==> images/flops_by_reg.png <==
Other sequential cells in the stronger gray, the rest of the logic in the fainter gray.
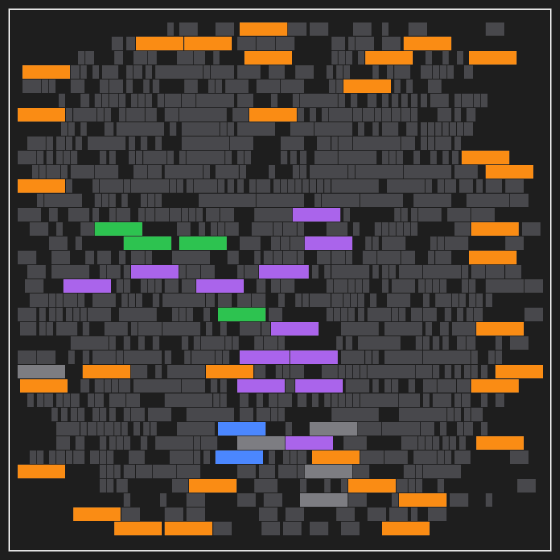
==> images/clocks.png <==
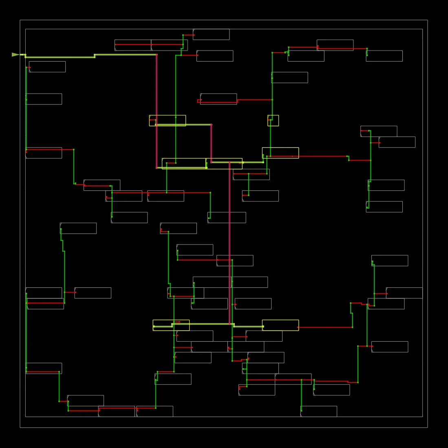
==> images/clk_routes.png <==
The bar under the picture is 20 um long.
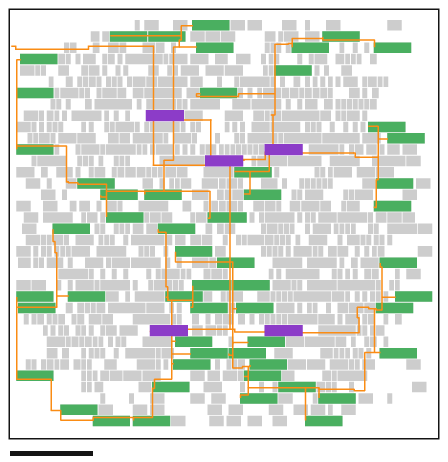
File: config.mk
export PLATFORM = sky130hd
export DESIGN_NAME = poly_mac_acc
export DESIGN_NICKNAME = d
export VERILOG_FILES = /design/src/rtl/poly_mac_acc.sv
export SDC_FILE = /design/constraint.sdc
export NUM_CORES = 1
export LEC_CHECK = 0
export ABC_AREA = 1
export CORE_UTILIZATION = 51
export CTS_BUF_LIST = sky130_fd_sc_hd__clkbuf_16
export DETAILED_ROUTE_END_ITERATION = 8
export GPL_ROUTABILITY_DRIVEN = 0
export PLACE_DENSITY_LB_ADDON = 0.15
export RECOVER_POWER = 50
export SLEW_MARGIN = 15
export SYNTH_ARGS = -nofsm -noshare
export SYNTH_HDL_FRONTEND = slang
export SYNTH_SLANG_ARGS = --single-unit
File: constraint.sdc
create_clock -name clk -period 3.1 [get_ports clk]
set_input_delay 0.31 -clock clk [delete_from_list [all_inputs] [get_ports clk]]
set_output_delay 0.31 -clock clk [all_outputs]
set_load 0.02 [all_outputs]
File: src/rtl/poly_mac_acc.sv
// poly_mac_acc: streaming polynomial multiply-accumulate.
// R = D * A over Z_(2^QW)[x]/(x^N - 1). Define NEGACYCLIC_EN to reduce
// modulo (x^N + 1) instead; ports and timing are the same in both builds.
// A is latched when a run starts. D then arrives one coefficient per valid
// cycle, lowest index first. Each accepted d_j adds d_j * (A * x^j) into the
// accumulator, and A is rotated one place after every accepted coefficient.
module poly_mac_acc #(
  parameter int N  = 4,
  parameter int DW = 4,
  parameter int AW = 4,
  parameter int QW = 8
) (
  input  logic            clk,
  input  logic            reset,
  input  logic            start,
  input  logic [N*AW-1:0] a_in,
  input  logic [DW-1:0]   dcoef,
  input  logic            din_valid,
  output logic            csr_load,
  output logic            busy,
  output logic            done,
  output logic [N*QW-1:0] result
);

  localparam int CW = (N > 1) ? $clog2(N) : 1;
  localparam logic [CW-1:0] LAST_IDX = CW'(N - 1);

`ifdef NEGACYCLIC_EN
  // The wrapped-around coefficient is negated, so it needs the full result width.
  localparam int ARW = QW;
`else
  localparam int ARW = AW;
`endif

  typedef enum logic [1:0] {
    S_IDLE = 2'd0,
    S_RUN  = 2'd1,
    S_DONE = 2'd2
  } state_t;

  state_t          r_state;
  state_t          w_next_state;
  logic            w_accept;
  logic            w_take;
  logic [ARW-1:0]  w_feedback;
  logic [ARW-1:0]  r_a_rot [N];
  logic [QW-1:0]   r_acc   [N];
  logic [CW-1:0]   r_cnt;
  logic            r_csr_load;
  logic            r_busy;
  logic            r_done;

`ifdef NEGACYCLIC_EN
  // Multiplying by x wraps x^N to -1.
  assign w_feedback = {ARW{1'b0}} - r_a_rot[N-1];
`else
  // Multiplying by x wraps x^N to +1.
  assign w_feedback = r_a_rot[N-1];
`endif

  // Next-state logic, start acceptance and coefficient acceptance.
  always_comb begin
    w_next_state = r_state;
    w_accept     = 1'b0;
    w_take       = 1'b0;
    case (r_state)
      S_IDLE: begin
        if (start) begin
          w_accept     = 1'b1;
          w_next_state = S_RUN;
        end else begin
          w_next_state = S_IDLE;
        end
      end
      S_RUN: begin
        if (din_valid) begin
          w_take = 1'b1;
          if (r_cnt == LAST_IDX) begin
            w_next_state = S_DONE;
          end else begin
            w_next_state = S_RUN;
          end
        end else begin
          w_next_state = S_RUN;
        end
      end
      S_DONE: begin
        if (start) begin
          w_accept     = 1'b1;
          w_next_state = S_RUN;
        end else begin
          w_next_state = S_IDLE;
        end
      end
      default: begin
        w_next_state = S_IDLE;
      end
    endcase
  end

  // State register.
  always_ff @(posedge clk or negedge reset) begin
    if (!reset) begin
      r_state <= S_IDLE;
    end else begin
      r_state <= w_next_state;
    end
  end

  // Registered status outputs, decoded from the state being entered.
  always_ff @(posedge clk or negedge reset) begin
    if (!reset) begin
      r_csr_load <= 1'b0;
      r_busy     <= 1'b0;
      r_done     <= 1'b0;
    end else begin
      r_csr_load <= w_accept;
      r_busy     <= (w_next_state == S_RUN);
      r_done     <= (w_next_state == S_DONE);
    end
  end

  // Datapath: latch A on start, then accumulate and rotate per valid coefficient.
  always_ff @(posedge clk or negedge reset) begin
    if (!reset) begin
      for (int k = 0; k < N; k++) begin
        r_a_rot[k] <= {ARW{1'b0}};
        r_acc[k]   <= {QW{1'b0}};
      end
      r_cnt <= {CW{1'b0}};
    end else if (w_accept) begin
      for (int k = 0; k < N; k++) begin
        r_a_rot[k] <= ARW'(a_in[k*AW +: AW]);
        r_acc[k]   <= {QW{1'b0}};
      end
      r_cnt <= {CW{1'b0}};
    end else if (w_take) begin
      for (int k = 0; k < N; k++) begin
        r_acc[k] <= r_acc[k] + QW'(dcoef) * QW'(r_a_rot[k]);
      end
      for (int k = 1; k < N; k++) begin
        r_a_rot[k] <= r_a_rot[k-1];
      end
      r_a_rot[0] <= w_feedback;
      r_cnt      <= r_cnt + CW'(1);
    end
  end

  assign csr_load = r_csr_load;
  assign busy     = r_busy;
  assign done     = r_done;

  for (genvar g = 0; g < N; g++) begin : g_result
    assign result[g*QW +: QW] = r_acc[g];
  end

endmodule
==> CHANGELOG.md <==
### Changed

* IO buf count at just under 60
* Peak Freq at between 300 and 400 MHz
* Worst Path Arrival at between 3000 and 4000 ps
* Synth unique cells at 28
* Synthesis-to-layout area growth at 27.65%
* Buf+Inv Stages, Crit Path at 3
* 1st-pass router iterations at 4
* Final core occ at 0.6753
* Most common logic cell in the routed design: nand2_1
* Final setup viols at 0
* Switch Pwr at 3876 uW
* Largest net degree at the start of global routing at 33
* CP Data Required Time at approximately 3300 ps
* Post-synth EDFFs at 0
* Switching Fraction at 0.4712
* Worst Tran Pin Value at 1216 ps
* Power share of the clock group at 0.080
* Top post-synthesis cells by area: dfrtp_1, ha_1, nand2_1, fa_1, inv_1
* Hold crit path type: flop to flop
* ANT nets after route at 0
* Horiz. Die Dim at ~100 um
* Number of global-route vias before repair at about 4,500
* Crit path capture type: flop
* Critical path origin: dcoef[0]
* Min Hold Slack at 502.5 ps
* Post-synth top area cell: dfrtp_1
* Synth Area per Inst at 7.573 um2
* CP top delay family: adder cells
* Die height at 102.9 um
* CP peak stage delay at 570 ps
* Max_cap viols at 0
* Top Ports at between 50 and 60
* DP Wirelength at 8985 um
* Layout Cells excl Fill at 915
* Mapped Nets at 807
* Synthesis-stage register bit count at 55
* Hold path cells at 1
* Worst R2R Setup Slack at about 150 ps
* Final WL at 12,260 um
* Top Layout Cells: nand2_1, inv_1, dfrtp_1
* DRC violations left at 0
* Power density cells at around 1200 nW/um2
* Final period utilization at 0.9514
* Worst-path maximum fanout at 11
* R2R depth at 13
* Floorplan core density at 0.5291
* Root buffer cell: clkbuf_16
* Core box area at 9819 um2
* Via density per instance at 4.969
* Total power at 8226 uW
* Final WS setup at approximately 150 ps
* Top power group: combinational logic
* CP Capture Point: result[23]$_DFFE_PN0P_
* Ys Warns at 0
* Clock sink count at 55
* Initial drt markers at 199
* Ant diodes at 0
* Avg WL per Cell at between 10 and 15 um
* Latency at later pin at 300 ps
* Clock Skews at 7.262 ps
* Nets at roughly 900
* CTS tree: yes
* Worst Hold End: r_cnt[0]$_DFFE_PN0P_
* CP Class: primary input to flop
* GRT Util Overall at 0.2529
* TNS Setup at 0 ps
* Combinational logic power at 6280 uW
* Synth async-reset ratio at 1.000
* Post-CTS sizing at 40
* Synth top cells by count: nand2_1, inv_1, ha_1
* Final hold vios at 0
* Cells after DPL at about 900
* Pre-CTS setup slack at -560.1 ps
* Layout cells sized above 1 at 0.1317
* Total setup buffers inserted after CTS at 1
* Power share of the combinational group at 0.763
* Outcome: finished, final reports clean
* Initial antenna violation count at 0
* Maximum VDD drop at about 600 uV
* Max-area cell share at 0.2649
* Slew Limit Fails at 0
* Static leakage at 0.003784 uW
* Maximum clock path buffer count at 2
* Slowest cell on the critical path: fa_1
* Dominant Register Cell: dfrtp_1
* Area of placed instances at between 6000 and 7000 um2
* OpenROAD warning count at 27
* Hold_sp: r_cnt[0]$_DFFE_PN0P_
* Design area at approximately 6600 um2
* Reg power frac at 0.157
* CP Launch Type: primary input
* Chip area in the Yosys report at roughly 5200 um2
* Relative slew slack at 0.1865
* Netlist Area Pre-Place at 5195 um2
* Synth top cell by count: nand2_1
* H-tree depth at 2
Back to the opening pictures, flops_by_reg.png:
legend:
  green:
    netlist_name: `w_feedback`
    flops: 4
  orange:
    netlist_name: `result`
    flops: 32
    where: spread over the die
  blue:
    netlist_name: `r_cnt`
    flops: 2
  purple:
    netlist_name: `r_a_rot`
    flops: 12
    where: center
total sequential power: 1290 uW
flop share of the area: 0.2079
Register Area: 1379 um2

Back to the opening pictures, clocks.png:
CTS Buf Count: 5
Clk. pwr: 659 uW

Back to the opening pictures, clk_routes.png:
legend:
  green:
    item: flip-flops
    count: 55
  orange:
    item: clock wires
    length: 837 um
  purple:
    item: clock drivers
    count: 5
flops lie: spread over the die

kinds of logic after synthesis:
| group | share of synthesized area |
|---|---|
| AND-OR/OR-AND | 0.07755 |
| buffers and inverters | 0.1503 |
| multiplexers | 0.001927 |
| XOR/XNOR | 0.006743 |
| AND/OR/NAND/NOR | 0.2129 |
| adder cells (fa/ha/maj) | 0.2856 |
| flip-flops | 0.2649 |
per-layer routing:
layer  global-route usage  vias up  share of wire
met1               0.3252     2183           0.43
li1                     -     2277              -
met5                    0        -              0
met4              0.06501        0          0.014
met2               0.4508       75           0.52
met3              0.03119       12          0.035
cell type report:
type	instances	area, um2
clock buffers	5	125.1
clock inverters	2	37.54
fillers	848	3188
inverters	178	670.6
multi-input cells	433	3253
flip-flops and latches	55	1379
well taps	133	166.4
repair buffers	109	999.7
Power and IR drop assume default switching activity.
